===== config.mk =====
export PLATFORM = sky130hd
export DESIGN_NAME = divmod_unit
export DESIGN_NICKNAME = d
export VERILOG_FILES = /design/src/rtl/divmod_pkg.sv /design/src/rtl/divmod_step.sv /design/src/rtl/divmod_unit.sv
export SDC_FILE = /design/constraint.sdc
export NUM_CORES = 1
export LEC_CHECK = 0
export CAP_MARGIN = 30
export CORE_ASPECT_RATIO = 1.1
export CORE_MARGIN = 1.5
export CORE_UTILIZATION = 54
export DETAILED_ROUTE_END_ITERATION = 8
export PLACE_DENSITY = 0.82
export SLEW_MARGIN = 0
export SYNTH_ARGS = -nofsm -noshare
export SYNTH_HDL_FRONTEND = slang
export SYNTH_HIERARCHICAL = 1
export SYNTH_SLANG_ARGS = --single-unit

===== constraint.sdc =====
create_clock -name clk -period 2.94 [get_ports clk]
set_clock_uncertainty 0.05 [all_clocks]
set_input_delay 0.588 -clock clk [delete_from_list [all_inputs] [get_ports clk]]
set_output_delay 0.588 -clock clk [all_outputs]
set_load 0.01 [all_outputs]

===== src/rtl/divmod_pkg.sv =====
// Shared definitions for the unsigned divide/modulo unit.
//   N_WIDTH_DEF / D_WIDTH_DEF : default dividend/quotient and divisor/remainder widths
//   state_t                   : controller states (IDLE=0, BUSY=1, DONE=2)
//   cnt_width()               : step counter width able to hold 0..n
package divmod_pkg;

  localparam int unsigned N_WIDTH_DEF = 32;
  localparam int unsigned D_WIDTH_DEF = 16;

  typedef enum logic [1:0] {
    IDLE = 2'd0,
    BUSY = 2'd1,
    DONE = 2'd2
  } state_t;

  function automatic int unsigned cnt_width(input int unsigned n);
    return $clog2(n + 1);
  endfunction

endpackage


===== src/rtl/divmod_step.sv =====
// One radix-2 restoring division iteration (purely combinational).
//   rem_in  : current partial remainder (D_WIDTH+1 bits)
//   bit_in  : next dividend bit shifted into the remainder
//   divisor : unsigned divisor
//   rem_out : partial remainder after the trial subtraction / restore
//   q_bit   : quotient bit produced by this iteration
module divmod_step #(
  parameter int unsigned D_WIDTH = 16
) (
  input  logic [D_WIDTH:0]   rem_in,
  input  logic               bit_in,
  input  logic [D_WIDTH-1:0] divisor,
  output logic [D_WIDTH:0]   rem_out,
  output logic               q_bit
);

  localparam int unsigned RW = D_WIDTH + 1;
  localparam int unsigned SW = D_WIDTH + 2;
  localparam int unsigned TW = D_WIDTH + 3;

  logic [SW-1:0] shifted;
  logic [TW-1:0] trial;

  // Extra top bit of trial acts as the borrow/sign of the subtraction.
  assign shifted = {rem_in, bit_in};
  assign trial   = TW'(shifted) - TW'(divisor);
  assign q_bit   = ~trial[TW-1];
  assign rem_out = q_bit ? RW'(trial) : RW'(shifted);

endmodule


===== src/rtl/divmod_unit.sv =====
// Sequential unsigned divider: one restoring step per cycle, N_WIDTH steps.
//   clk, rst_n            : clock, asynchronous active-low reset
//   in_valid / in_ready   : operand handshake (ready only in IDLE)
//   dividend, divisor     : unsigned operands, latched on accept
//   out_valid / out_ready : result handshake (result held while stalled)
//   quotient, remainder   : floor(dividend/divisor), dividend mod divisor
//   div_by_zero           : result came from a zero divisor
module divmod_unit
  import divmod_pkg::*;
#(
  parameter int unsigned N_WIDTH = N_WIDTH_DEF,
  parameter int unsigned D_WIDTH = D_WIDTH_DEF
) (
  input  logic               clk,
  input  logic               rst_n,
  input  logic               in_valid,
  output logic               in_ready,
  input  logic [N_WIDTH-1:0] dividend,
  input  logic [D_WIDTH-1:0] divisor,
  output logic               out_valid,
  input  logic               out_ready,
  output logic [N_WIDTH-1:0] quotient,
  output logic [D_WIDTH-1:0] remainder,
  output logic               div_by_zero
);

  localparam int unsigned CW = cnt_width(N_WIDTH);
  localparam logic [CW-1:0] LAST_STEP = CW'(N_WIDTH - 1);

  state_t             state_q, state_d;
  logic [CW-1:0]      cnt_q, cnt_d;
  logic [D_WIDTH:0]   rem_q, rem_d;
  logic [N_WIDTH-1:0] shf_q, shf_d;
  logic [D_WIDTH-1:0] dvs_q, dvs_d;
  logic [N_WIDTH-1:0] quotient_d;
  logic [D_WIDTH-1:0] remainder_d;
  logic               div_by_zero_d;
  logic               out_valid_d;
  logic               in_ready_d;

  logic [D_WIDTH:0]   step_rem;
  logic               step_q;

  // Dividend shifts out of the top of shf_q while quotient bits shift in at the bottom.
  divmod_step #(
    .D_WIDTH (D_WIDTH)
  ) u_step (
    .rem_in  (rem_q),
    .bit_in  (shf_q[N_WIDTH-1]),
    .divisor (dvs_q),
    .rem_out (step_rem),
    .q_bit   (step_q)
  );

  // State and output registers.
  always_ff @(posedge clk or negedge rst_n) begin
    if (!rst_n) begin
      state_q     <= IDLE;
      cnt_q       <= '0;
      rem_q       <= '0;
      shf_q       <= '0;
      dvs_q       <= '0;
      quotient    <= '0;
      remainder   <= '0;
      div_by_zero <= 1'b0;
      out_valid   <= 1'b0;
      in_ready    <= 1'b1;
    end else begin
      state_q     <= state_d;
      cnt_q       <= cnt_d;
      rem_q       <= rem_d;
      shf_q       <= shf_d;
      dvs_q       <= dvs_d;
      quotient    <= quotient_d;
      remainder   <= remainder_d;
      div_by_zero <= div_by_zero_d;
      out_valid   <= out_valid_d;
      in_ready    <= in_ready_d;
    end
  end

  // Next-state and next-output logic.
  always_comb begin
    state_d       = state_q;
    cnt_d         = cnt_q;
    rem_d         = rem_q;
    shf_d         = shf_q;
    dvs_d         = dvs_q;
    quotient_d    = quotient;
    remainder_d   = remainder;
    div_by_zero_d = div_by_zero;
    out_valid_d   = out_valid;
    in_ready_d    = in_ready;

    unique case (state_q)
      IDLE: begin
        if (in_valid && in_ready) begin
          dvs_d      = divisor;
          in_ready_d = 1'b0;
          if (divisor == '0) begin
            // Zero divisor skips the iteration entirely.
            quotient_d    = '1;
            remainder_d   = dividend[D_WIDTH-1:0];
            div_by_zero_d = 1'b1;
            out_valid_d   = 1'b1;
            state_d       = DONE;
          end else begin
            rem_d   = '0;
            shf_d   = dividend;
            cnt_d   = '0;
            state_d = BUSY;
          end
        end
      end

      BUSY: begin
        rem_d = step_rem;
        shf_d = N_WIDTH'({shf_q, step_q});
        cnt_d = cnt_q + CW'(1);
        if (cnt_q == LAST_STEP) begin
          quotient_d    = N_WIDTH'({shf_q, step_q});
          remainder_d   = step_rem[D_WIDTH-1:0];
          div_by_zero_d = 1'b0;
          out_valid_d   = 1'b1;
          state_d       = DONE;
        end
      end

      DONE: begin
        if (out_valid && out_ready) begin
          out_valid_d = 1'b0;
          in_ready_d  = 1'b1;
          cnt_d       = '0;
          state_d     = IDLE;
        end
      end

      default: begin
        out_valid_d = 1'b0;
        in_ready_d  = 1'b1;
        state_d     = IDLE;
      end
    endcase
  end

endmodule


### M1 wires, run 1

Scale bar: 20 µm. Supply wires on this layer in grey.
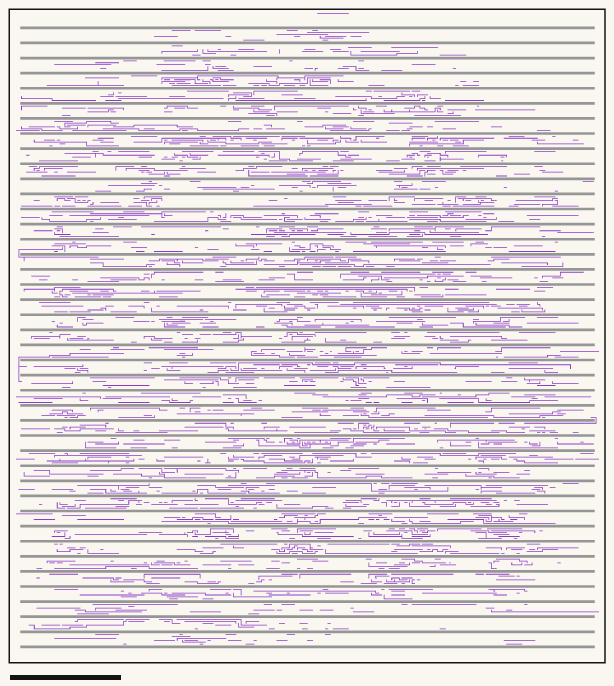
main direction = horizontal
wire length on this layer = 6750 µm
nets with wire on the layer = 753
share of all routed wire = 43%
met1 usage: 0.3454
via count: 5338
Final Routed Wirelength: 15.82 mm

### The metal 2 layer, run 1

Cells faint in the background.
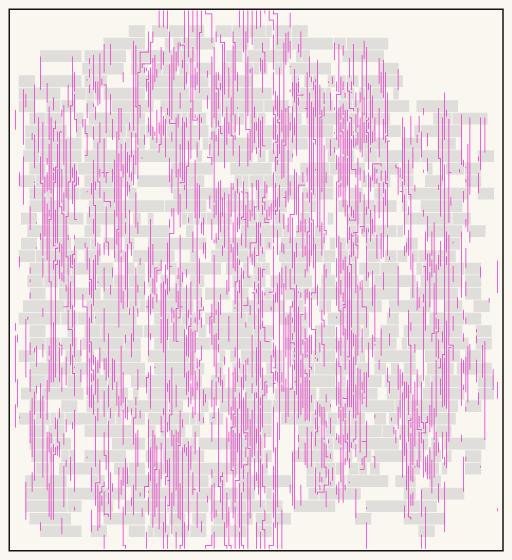
wire length on this layer = 7630 µm
main direction = vertical
met2 Usage GRT: 0.4084

### Signal wires on met3, run 1

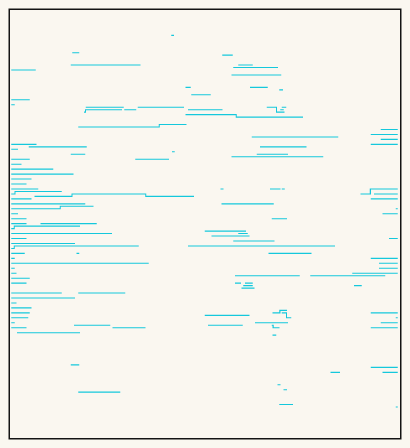
wire length on this layer = 1070 µm
longest straight run = 40.0 µm
main direction = horizontal
nets with wire on the layer = 99
met3 GRT Util: 0.07254

==> out/results.ini, run 1 <==
[run_status]
outcome=completed

[critical_path]
endpoint_kind=flip-flop
crit_type=reg2reg
rr_endpoint=remainder[13]
startpoint=shf_q[31]

[detailed_routing]
route.met2.wl_mm=7.628
drc=0
ant_nets=0
m1WireLength_mm=6.747

[floorplanning]
n_tap_cell=150
ioPinCount=103
fp-utilization=0.5572
dieArea_um2=12570

[clocking]
htree_levels=4
cts-root-buf=clkbuf_16
clockBufferDepth=2

[finish]
clkCellAreaFrac=0.07343
comb_cells=456
nClkBuffers=17
area.share.sequential=0.3726
num-nonclk-buffers=124
diodes=0
flop_area_um2=3104

[sta]
layout_setup_ws_ns=0.1539
period_used_share=0.9477
period_needed_ns=2.786
maxSlewHeadroom=0.5020

[yosys]
floorplan.nets=717
synth_cell_types=63
netlist_area_um2=6431
top_cell_area_share=0.4786
postSynthSeqShare=0.4827
ys_async_sr_fraction=1.000
avgSynthCellArea_um2=9.986
yosysCellCount=644
common_cells=dfrtp_1 (123), nand2_1 (86), a21oi_1 (64), o21ai_0 (46), o22a_1 (33)

[place]
dp_slack_ns=-0.005383

[run]
maxCapViolations=0

[global_route]
top_usage_layer=met2
antenna_found_initial=0
grt_pass1_wl_mm=26.09

[power]
ir_worst_vdd_v=0.0006098

## run 1: placed cells by master, fill, tap and decap left out, types with 3 or more instances in the layout
cell type	Yosys	final
a21o_1	5	4
a21oi_1	64	61
a21oi_2	1	3
a22o_1	3	3
a31oi_1	3	3
buf_12	0	4
buf_4	0	19
bufinv_16	0	3
clkbuf_16	0	17
clkdlybuf4s50_1	0	101
clkinvlp_4	0	3
dfrtp_1	123	123
ha_1	20	19
inv_1	24	24
inv_6	0	6
mux2_2	17	18
mux2_4	6	6
mux2i_1	18	18
nand2_1	86	86
nand2b_1	4	4
nand3_1	29	29
nor2_1	26	26
nor2b_1	23	23
nor3_1	7	5
nor4_4	4	4
o211ai_1	3	3
o21a_1	5	5
o21ai_0	46	46
o22a_1	33	33
or2_2	3	3
xnor2_1	9	9
## run 1: cells by family after synthesis
group	Yosys count	synth area share
multiplexers	42	0.07354
XOR/XNOR	10	0.01362
buffers and inverters	64	0.04514
adder cells (fa/ha/maj)	21	0.04202
AND/OR/NAND/NOR	196	0.1551
flip-flops	124	0.4827
AND-OR/OR-AND	187	0.1879
## run 1: stage by stage
step	TNS [ns]	hold slack [ns]	total power, µW	cell area (µm²)
3_5_place_dp	-0.005383	0.4263	7042	7666
4_1_cts	0	0.1954	9284	8290
3_3_place_gp	0	0.4128	6894	7666
2_1_floorplan	0	0.2424	5552	6431
6_report	0	0.1674	9335	8332
5_1_grt	-0.005922	0.2303	9932	8332
## run 1: flip-flops by register name, indices dropped and copies added (netlist names)
signal,cells
shf_q,32
div_by_zero,1
in_ready,1
remainder,16
quotient,32
cnt_q,6
rem_q,17
out_valid,1
dvs_q,16
state_q,2
## run 1: power by group
part | leakage, µW | internal [µW] | switching [µW]
registers | 0.00144 | 2370 | 476
clock network | 0.000293 | 1350 | 815
logic | 0.00183 | 1950 | 2380
### Routing congestion map, run 1

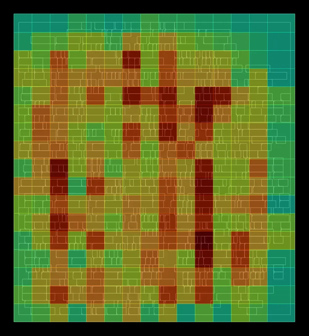

==> run 2: changes to the inputs <==
--- a/config.mk
+++ b/config.mk
@@ -6,11 +6,13 @@
 export NUM_CORES = 1
 export LEC_CHECK = 0
 export CAP_MARGIN = 30
+export CELL_PAD_IN_SITES_DETAIL_PLACEMENT = 1
+export CELL_PAD_IN_SITES_GLOBAL_PLACEMENT = 1
 export CORE_ASPECT_RATIO = 1.1
 export CORE_MARGIN = 1.5
-export CORE_UTILIZATION = 54
+export CORE_UTILIZATION = 42
 export DETAILED_ROUTE_END_ITERATION = 8
-export PLACE_DENSITY = 0.82
+export PLACE_DENSITY = 0.83
 export SLEW_MARGIN = 0
 export SYNTH_ARGS = -nofsm -noshare
 export SYNTH_HDL_FRONTEND = slang
### Routing congestion map, run 2

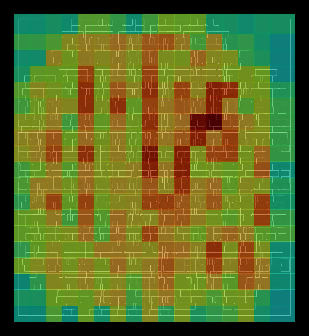
wire length per cell: 19.21 µm
met2 Usage GRT: 0.4044
Layout Utilization: 0.5582
met3 GRT Util: 0.06293

==> out/results.ini, run 2 <==
[clocking]
clock-sinks=124
cts-root-buf=clkbuf_16
htree_levels=4
clockBufferDepth=2

[floorplanning]
ioPinCount=103
fp-utilization=0.4289
die.size.y_um=132.8
dieArea_um2=16060
rows=47

[yosys]
ys_sh_adder=0.04202
netlist_area_um2=6431
netlist_instances=644
synth_cell_types=63
avgSynthCellArea_um2=9.986
common_cells=dfrtp_1 (123), nand2_1 (86), a21oi_1 (64), o21ai_0 (46), o22a_1 (33)
yosys.area_share.simple=0.1551
yosysCellCount=644
xor_share=0.01362
mux_share=0.07354
postSynthSeqShare=0.4827
aoi_share=0.1879
top_cell_area_share=0.4786
ys_async_sr_fraction=1.000
logic_family=AND-OR/OR-AND gates
floorplan.nets=717
synthTopCellsByArea=dfrtp_1 (48%), nand2_1 (5.0%), a21oi_1 (5.0%), o22a_1 (4.5%), ha_1 (3.9%)
flop_cell=dfrtp_1

[run_status]
outcome=completed

[power]
swShare=0.4021
p_clk_frac=0.220
p_comb_frac=0.476
ir_worst_vdd_v=0.0004885
seqPwrFrac=0.304
p_int_uw=5601
power.net_switching_uw=3766

[sta]
fin_setup_tns_ns=0
maxSlewViolCount=0
maxSlewHeadroom=0.6316
period_used_share=0.9648
layout_setup_ws_ns=0.1035
period_needed_ns=2.837
finalSetupViolations=0

[finish]
largest_registers=quotient (32), shf_q (32), rem_q (17)
final_cell_mix=dfrtp_1 (123), clkdlybuf4s50_1 (101), nand2_1 (86)
num-nets-final=821
drive_gt1_frac=0.1419
final_common_cell=dfrtp_1
diodes=0

[place]
gp_congestion=0.9000
dp_slack_ns=-0.05237
dp_hpwl_mm=12.55

[global_route]
antenna_found_initial=0
grt_overflow_total=0
grt_pass1_wl_mm=30.28
grt_max_degree=67

[critical_path]
startpoint=shf_q[31]
critPathMaxStageDelay_ns=0.39
endpoint_kind=flip-flop
required_ns=3.18
crit_type=reg2reg
rr_endpoint=remainder[7]
ff2ff_path_depth=13

[min_path]
holdCritPathClass=in2async

[detailed_routing]
ant_nets=0
routed_wl_mm=18.38
drc=0

[run]
maxCapViolations=0

### M1 wires, run 2

Scale bar: 20 µm. Supply wires on this layer in grey.
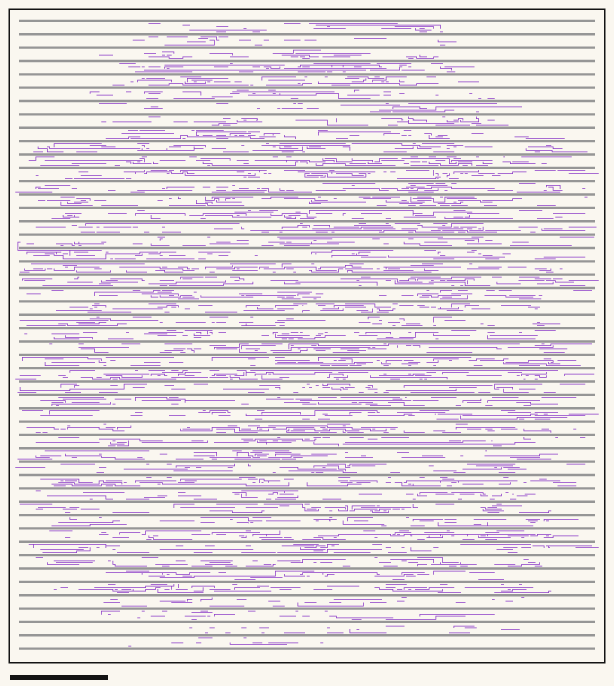
share of all routed wire = 43%
longest straight run = 62.6 µm
nets with wire on the layer = 750
met1 usage: 0.3035
via count: 5363

## run 2: metrics by stage
step           cells  hold slack (ns)  area [µm²]  power, µW
2_1_floorplan    644           0.2424        6431       5552
3_3_place_gp     924           0.4130        7736       6987
3_5_place_dp     924           0.4080        7736       7216
4_1_cts          956          0.05532        8322       9357
5_1_grt          957          0.07044        8371      10010
6_report         957          0.04885        8371       9367
## run 2: power by group through the flow
stage	sequential (µW)	combinational, µW	clock [µW]
6_report	2850	4460	2060
2_1_floorplan	2840	2710	0
4_1_cts	2860	4410	2090
3_5_place_dp	2870	4350	0
3_3_place_gp	2830	4160	0
5_1_grt	2940	4900	2160
## run 2: metal layers
layer | global-route usage | part of all wire | vias to the layer above
li1 | - | - | 2499
met3 | 0.06293 | 0.049 | 27
met2 | 0.4044 | 0.51 | 117
met1 | 0.3035 | 0.43 | 2720
met5 | 0 | 0 | -
met4 | 0.07712 | 0.018 | 0
## run 2: worst min-delay path by stage
stage | endpoint | from | cells past startpoint | slack (ns)
finish | quotient[26] | rst_n | 1 | 0.05
global route | quotient[21] | rst_n | 1 | 0.07
CTS | quotient[23] | rst_n | 1 | 0.06
detailed placement | rem_q[16] | rem_q[16] | 2 | 0.41
global placement | rem_q[16] | rem_q[16] | 2 | 0.41
floorplan | cnt_q[0] | rst_n | 0 | 0.24
## run 2: cell type report
class / count / area [µm²]
Tap cell: 196 / 245.2
Clock buffer: 23 / 498.0
Fill cell: 1648 / 6625
Timing Repair Buffer: 123 / 1239
Sequential cell: 124 / 3104
Clock inverter: 9 / 85.08
Inverter: 26 / 105.1
Multi-Input combinational cell: 456 / 3094
## run 2: repair_timing
action,4_1_cts,5_1_grt
resized,1,10
buffers inserted,0,1
endpoints found under the setup margin,5,23
pin swaps,0,4
hold buffers,0,0
==> run 3: changes to the inputs <==
--- a/config.mk
+++ b/config.mk
@@ -5,6 +5,7 @@
 export SDC_FILE = /design/constraint.sdc
 export NUM_CORES = 1
 export LEC_CHECK = 0
+export ABC_AREA = 0
 export CAP_MARGIN = 30
 export CELL_PAD_IN_SITES_DETAIL_PLACEMENT = 1
 export CELL_PAD_IN_SITES_GLOBAL_PLACEMENT = 1
### Signal wires on met3, run 3

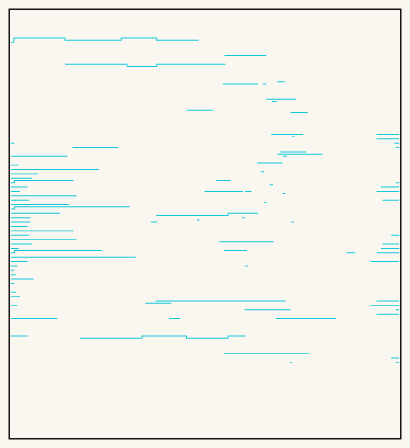
Final Routed Wirelength: 18.38 mm

### The metal 2 layer, run 3

Cells faint in the background.
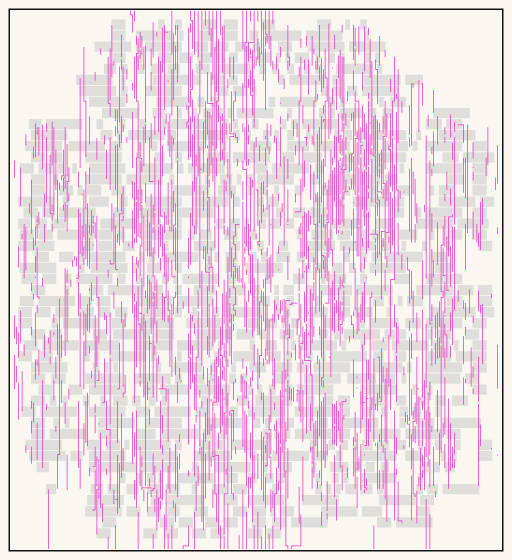
main direction = vertical
share of all routed wire = 51%
wire length on this layer = 9310 µm
nets with wire on the layer = 759

==> out/results.ini, run 3 <==
[run_status]
outcome=completed

[clocking]
cts-root-buf=clkbuf_16
htree_levels=4
cts_buffers=17
clock-sinks=124
clockBufferDepth=2
cts_hold_buffers=0

[finish]
largest_registers=quotient (32), shf_q (32), rem_q (17)
drive_gt1_frac=0.1419
fillers=1648
final_cell_mix=dfrtp_1 (123), clkdlybuf4s50_1 (101), nand2_1 (86)
num-nets-final=821
instances_no_fill=957
post-route-util=0.5582
final_common_cell=dfrtp_1
area_delta_synth_final_pct=30.16
final_area_um2=8371
diodes=0

[detailed_routing]
vias=5363
met3_length_um=903
route.detailed.wl_per_inst_um=19.21
drc=0
m1WireLength_mm=7.833
ant_nets=0
routed.top_layer=met4
route.met2.wl_mm=9.308
via_per_inst=5.604
first_iter_violations=176

[critical_path]
endpoint_kind=flip-flop
worst-path-max-fanout=12
crit_type=reg2reg
timing.rr.start=shf_q[31]
ff2ff_path_depth=13
rr_endpoint=remainder[7]
cp-start-kind=flip-flop
worstPathArrival_ns=3.08
required_ns=3.18
r2r_slack_ns=0.10

[floorplanning]
dieArea_um2=16060
die.size.y_um=132.8
ioPinCount=103
rows=47
fp.dieW_um=121.0
fp.coreArea_um2=15000
fp-utilization=0.4289

[sta]
layout_setup_ws_ns=0.1035
period_needed_ns=2.837
period_used_share=0.9648
tightest_slew_ns=0.5501
maxSlewHeadroom=0.6316
maxSlewViolCount=0
finalSetupViolations=0
fin_setup_tns_ns=0
timing.hold.ws_ns=0.04885

[power]
pwr_density_cell_nw_per_um2=1119
p_leak_uw=0.003551
ir_worst_vdd_v=0.0004885
total_power_uw=9367

[global_route]
antenna_found_initial=0
grt_max_degree=67
use_met2=0.4044
globalRouteMet3Util=0.06293
grt_overflow_total=0
top_usage_layer=met2
grt_pass1_wl_mm=30.28
grtUsageMet1=0.3035

[yosys]
synthTopCellsByArea=dfrtp_1 (48%), nand2_1 (5.0%), a21oi_1 (5.0%), o22a_1 (4.5%), ha_1 (3.9%)
floorplan.nets=717
avgSynthCellArea_um2=9.986
netlist_area_um2=6431
ys_async_sr_fraction=1.000
postSynthSeqShare=0.4827
yosysWarnings=6
flop_cell=dfrtp_1
common_cells=dfrtp_1 (123), nand2_1 (86), a21oi_1 (64), o21ai_0 (46), o22a_1 (33)
edf_count=0
synth_cell_types=63
yosysCellCount=644
top_cell_area_share=0.4786
ys_ff=124
netlist_instances=644

[min_path]
holdCritPathClass=in2async

[place]
placed_cells=924
dp_slack_ns=-0.05237
placed_area_um2=7736
port_buffers=102
dp_hpwl_mm=12.55
gp_congestion=0.9000

[run]
maxCapViolations=0

## run 3: cell counts after synthesis
No cell type changed its count.
## run 3: area by class of cell
class                   instances  area, µm²  area share
flip-flops and latches        124       3104      0.3709
multi-input cells             456       3094      0.3697
repair buffers                123       1239      0.1480
clock buffers                  23      498.0     0.05949
well taps                     196      245.2     0.02930
inverters                      26      105.1     0.01256
clock inverters                 9      85.08     0.01016
## run 3: worst max-delay path by stage
stage	cells past startpoint	slack (ns)	to	startpoint
floorplan	14	0.28	remainder[10]	shf_q[31]
global placement	13	0.08	remainder[15]	shf_q[31]
detailed placement	13	-0.05	remainder[8]	shf_q[31]
CTS	13	0.006	remainder[15]	shf_q[31]
global route	13	-0.03	remainder[7]	shf_q[31]
finish	13	0.10	remainder[7]	shf_q[31]
## run 3: cell families after synthesis
group	share of synthesized area
compound gates	0.1879
simple gates	0.1551
buf+inv	0.04514
fa+ha+maj	0.04202
xor+xnor	0.01362
flops	0.4827
mux	0.07354
## run 3: what timing repair did
action,CTS,global route
pin swaps,0,4
resized,1,10
endpoints found under the setup margin,5,23
buffers inserted,0,1
## run 3: where the power goes
part	internal, µW	switching, µW	total, µW
Combinational	1960	2500	4460
Sequential	2370	481	2850
Clock	1270	785	2060
Total	5600	3770	9370
## run 3: critical path: stages, from the launching register on
cell     delay, ns
dfrtp_1       0.39
inv_1         0.07
ha_1          0.16
inv_1         0.06
fa_2          0.37
a21oi_4       0.18
o211a_1       0.20
nor3_2        0.07
o21a_2        0.27
nor2_8        0.20
inv_6         0.11
mux2_4        0.31
a21oi_1       0.15
a21oi_1       0.09
Power figures rest on the tool's default switching activity, not on a simulated workload.
